## config.mk

```make
export PLATFORM = sky130hd
export DESIGN_NAME = sccb_write_master_ov5640
export DESIGN_NICKNAME = d
export VERILOG_FILES = /design/src/rtl/sccb_write_master_ov5640.sv
export SDC_FILE = /design/constraint.sdc
export NUM_CORES = 1
export LEC_CHECK = 0
export ABC_AREA = 1
export CAP_MARGIN = 20
export CORE_MARGIN = 1.5
export CORE_UTILIZATION = 47
export CTS_CLUSTER_DIAMETER = 50
export CTS_CLUSTER_SIZE = 25
export DETAILED_ROUTE_END_ITERATION = 7
export GPL_TIMING_DRIVEN = 0
export PLACE_DENSITY_LB_ADDON = 0.3
export SETUP_SLACK_MARGIN = 0.2
export SYNTH_ARGS = -nofsm -noshare
export SYNTH_HDL_FRONTEND = slang
export SYNTH_SLANG_ARGS = --single-unit
```

## constraint.sdc

```tcl
create_clock -name clk_sys -period 2.43 [get_ports clk_sys]
set_input_delay 0.6075 -clock clk_sys [delete_from_list [all_inputs] [get_ports clk_sys]]
set_output_delay 0.6075 -clock clk_sys [all_outputs]
set_load 0.01 [all_outputs]
```

## src/rtl/sccb_write_master_ov5640.sv

```systemverilog
`timescale 1ns/1ps
// SCCB write master for the OV5640: turns one start/address/data request into
// a 3-phase SCCB write (device ID, register address high/low, data byte) on
// SIOC/SIOD. SIOD is open-drain style: siod_oe=1 pulls low, siod_oe=0 releases.
module sccb_write_master_ov5640 #(
  parameter int         QUARTER_DIV = 125,
  parameter logic [7:0] DEV_ID      = 8'h78
) (
  input  logic        clk_sys,
  input  logic        reset,
  input  logic        start,
  input  logic [15:0] address,
  input  logic [7:0]  data,
  output logic        ready,
  output logic        done,
  output logic        ack_error,
  output logic        sioc,
  output logic        siod_o,
  output logic        siod_oe,
  input  logic        siod_i
);

  typedef enum logic [2:0] {IDLE, START, BYTE, STOP, GAP} state_t;

  localparam logic [11:0] DIV_LAST = 12'(QUARTER_DIV - 1);

  state_t      state, state_n;
  logic [11:0] div_cnt, div_cnt_n;
  logic [1:0]  quarter, quarter_n;
  logic [3:0]  bit_idx, bit_idx_n;
  logic [1:0]  byte_idx, byte_idx_n;
  logic [31:0] shreg, shreg_n;
  logic        sioc_n, siod_oe_n;
  logic        tick, accept;

  assign accept = start && (state == IDLE);
  assign tick   = (state != IDLE) && (div_cnt == DIV_LAST);
  // ready falls in the start cycle itself so a ready-gated FIFO read cannot fire twice
  assign ready  = (state == IDLE) && !start && !reset;
  assign done   = (state == GAP) && (quarter == 2'd3) && tick;

  // Next-state, counter and shift-register logic, then the bus levels for the next cycle
  always_comb begin
    state_n    = state;
    div_cnt_n  = div_cnt;
    quarter_n  = quarter;
    bit_idx_n  = bit_idx;
    byte_idx_n = byte_idx;
    shreg_n    = shreg;
    sioc_n     = 1'b1;
    siod_oe_n  = 1'b0;

    if (state == IDLE) begin
      div_cnt_n  = '0;
      quarter_n  = '0;
      bit_idx_n  = '0;
      byte_idx_n = '0;
      if (start) begin
        state_n = START;
        shreg_n = {DEV_ID, address, data};
      end
    end else if (tick) begin
      div_cnt_n = '0;
      quarter_n = quarter + 2'd1;
      if (quarter == 2'd3) begin
        case (state)
          START: begin
            state_n    = BYTE;
            bit_idx_n  = '0;
            byte_idx_n = '0;
          end
          BYTE: begin
            if (bit_idx == 4'd8) begin
              bit_idx_n = '0;
              if (byte_idx == 2'd3) begin
                state_n    = STOP;
                byte_idx_n = '0;
              end else begin
                byte_idx_n = byte_idx + 2'd1;
              end
            end else begin
              bit_idx_n = bit_idx + 4'd1;
              shreg_n   = {shreg[30:0], 1'b0};
            end
          end
          STOP:    state_n = GAP;
          GAP:     state_n = IDLE;
          default: state_n = IDLE;
        endcase
      end
    end else begin
      div_cnt_n = div_cnt + 12'd1;
    end

    case (state_n)
      START: siod_oe_n = quarter_n[1];
      BYTE: begin
        sioc_n    = (quarter_n == 2'd1) || (quarter_n == 2'd2);
        siod_oe_n = (bit_idx_n != 4'd8) && !shreg_n[31];
      end
      STOP: begin
        sioc_n    = (quarter_n != 2'd0);
        siod_oe_n = !quarter_n[1];
      end
      default: begin
        sioc_n    = 1'b1;
        siod_oe_n = 1'b0;
      end
    endcase
  end

  // State, counters and registered bus outputs; reset returns the bus to idle
  always_ff @(posedge clk_sys) begin
    if (reset) begin
      state    <= IDLE;
      div_cnt  <= '0;
      quarter  <= '0;
      bit_idx  <= '0;
      byte_idx <= '0;
      shreg    <= '0;
      sioc     <= 1'b1;
      siod_oe  <= 1'b0;
      siod_o   <= 1'b0;
    end else begin
      state    <= state_n;
      div_cnt  <= div_cnt_n;
      quarter  <= quarter_n;
      bit_idx  <= bit_idx_n;
      byte_idx <= byte_idx_n;
      shreg    <= shreg_n;
      sioc     <= sioc_n;
      siod_oe  <= siod_oe_n;
      siod_o   <= 1'b0;
    end
  end

  // Sticky ACK monitor: 9th bit sampled on the edge that starts q2, cleared by a new write
  always_ff @(posedge clk_sys) begin
    if (reset) begin
      ack_error <= 1'b0;
    end else if (accept) begin
      ack_error <= 1'b0;
    end else if ((state == BYTE) && tick && (bit_idx == 4'd8) && (quarter == 2'd1) && siod_i) begin
      ack_error <= 1'b1;
    end
  end

endmodule

```

### Clock distribution

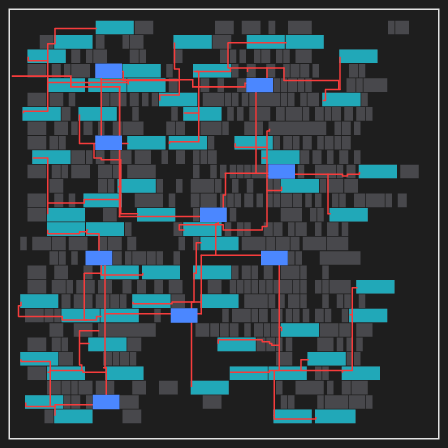
Key: clock drivers = blue [count 9]; flip-flops = cyan [count 58]; clock wires = red [length 801 um]
Position of the flops: all over the die.

### Where the registers sit

The bar under the picture is 20 um long. Other sequential cells in the stronger grey, the rest of the logic in the fainter grey.
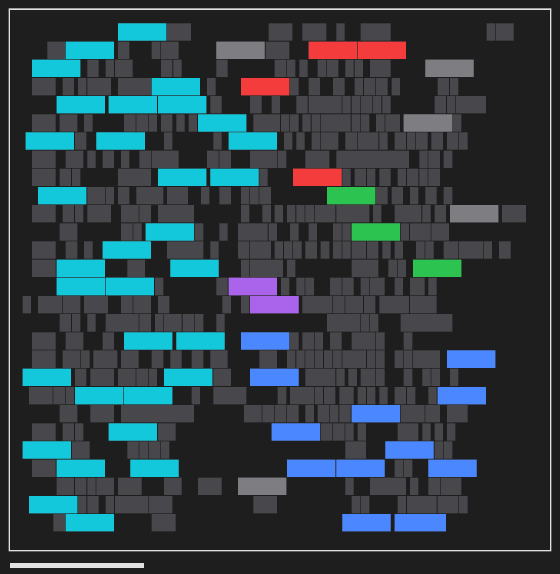
Key: shreg = cyan [placed flops 32]; state = green [placed flops 3]; bit_idx = red [placed flops 4, where north]; quarter = purple [placed flops 2]; div_cnt = blue [placed flops 12]
Another 5 sequential cells are not coloured.

==> results.toml <==
# implementation run metrics
[clocking]
cts_resized = 5
clkLatencyLatePin_ps = 340
cts_max_path_buffers = 2

[global_routing]
globalRouteTotalUtil_pct = 19.59
grt_first_pass_wirelength_um = 9942
initial_antenna_violation_count = 0
grt_start_max_net_pins = 11

[die]
core-area_um2 = 5886
design.portCount = 34

[power]
max-vdd-ir-drop_uv = 403.4
netSwitchingPower_uw = 502.8
intPower_mw = 1.644
sequentialPower_mw = 1.00
p_per_area_nw_per_um2 = 618.2

[yosys]
yosys.cell_types.count = 39
post_synthesis_net_count = 414
ys_cells = 378
adder_and_majority_gate_portion_of_the_synthesized_area_pct = 3.516
ys_top_cells_by_area = "sky130_fd_sc_hd__dfxtp_1 (41%), sky130_fd_sc_hd__nand2_1 (11%), sky130_fd_sc_hd__a21oi_1 (6.9%), sky130_fd_sc_hd__a22oi_1 (6.1%), sky130_fd_sc_hd__nor2_1 (4.7%)"
synth-seq-cells = 58
share_of_synthesized_cell_area_in_and_or_and_or_and_compound_cells_pct = 17.41
most_used_standard_cell_by_instance_count_after_synthesis = "sky130_fd_sc_hd__nand2_1"
postSynthAreaPerCell_um2 = 7.530
top_cell_area_share_pct = 40.79

[setup_path]
critical-path-slowest-cell = "sky130_fd_sc_hd__clkdlybuf4s50_1"
crit-reg2reg-launch = "div_cnt[0]$_SDFF_PP0_"
critical_path.endpoint_type = "primary output"
crit_type = "in2out"

[route]
detail_route.drc_violations = 0
vias_per_cell = 5.130
pre_repair_dr_iteration_count = 4

[final_timing]
max-slew-margin-rel_pct = 65.32
finalCritPeriodShare_pct = 89.91
clock-skew-final_ps = 12.03
hold_slack_ps = 432.8
report.final.slew_viol_count = 0
rsz0062_at_grt = "yes"

[hold_path]
holdCritPathClass = "reg2reg"
hold_path.startpoint = "div_cnt[0]$_SDFF_PP0_"

[run_status]
status = "complete, no violations"

[finish]
logic_area_um2 = 1444
flow.area_growth_from_synthesis_pct = 21.98
flop_area_um2 = 1162
num-nets-final = 457

[job]
cap_violations = 0

[placed_design]
dp_hpwl_um = 4267
placement.io_buffers = 31
### Placement view

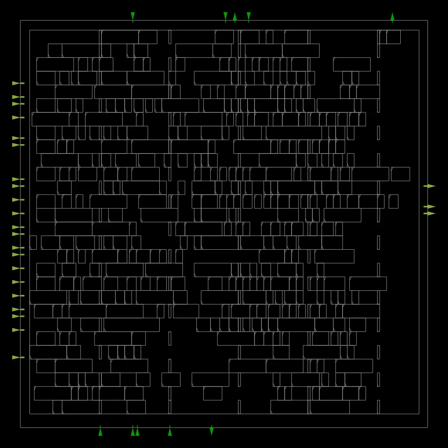
placement row count: 28
final core utilization: 58.99%
layout sequential cell count: 58
Seq/total area: 33.48%
Tapcells: 75

### Wiring heat map

16 x 16 tiles, from dark blue (low) to red (high), scaled to the fullest tile. Values are wire area over tile area, all layers added.
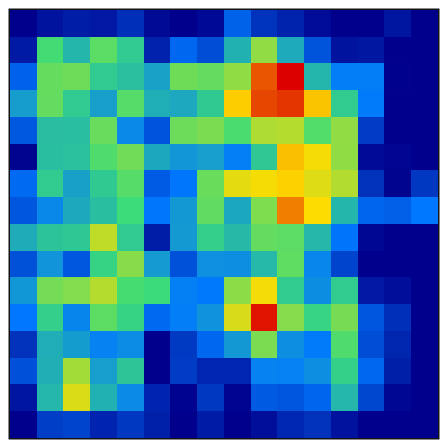
24% of the tiles are over half the peak. The mean over all tiles is 0.14. 16% of the tiles are nearly empty. The fullest tile reaches 0.46.

[cell type report]
cell class	count	area share [%]
Tap cell	75	2.703
Multi-Input combinational cell	261	41.59
Timing Repair Buffer	32	9.009
Inverter	43	4.685
Sequential cell	58	33.48
Clock buffer	9	3.568
Buffer	16	2.595
Clock inverter	6	2.378
[sequential cells by signal, summed over array words and instances (netlist names)]
register and cells:
shreg 32, div_cnt 12, state 3, siod_oe 1, bit_idx 4, quarter 2
sioc 1, byte_idx 2, ack_error 1
[worst max-delay path: cells and delay by family]
family	cells	cell delay [ps]
buf+inv	3	770
simple gates	2	200
[routing by layer]
layer	part of all wire [%]	up-vias	GRT usage [%]
li1	-	1327	-
met1	47	1172	23.98
met2	47	57	32.75
met3	4.7	9	5.506
met4	1.2	0	7.069
met5	0	-	0
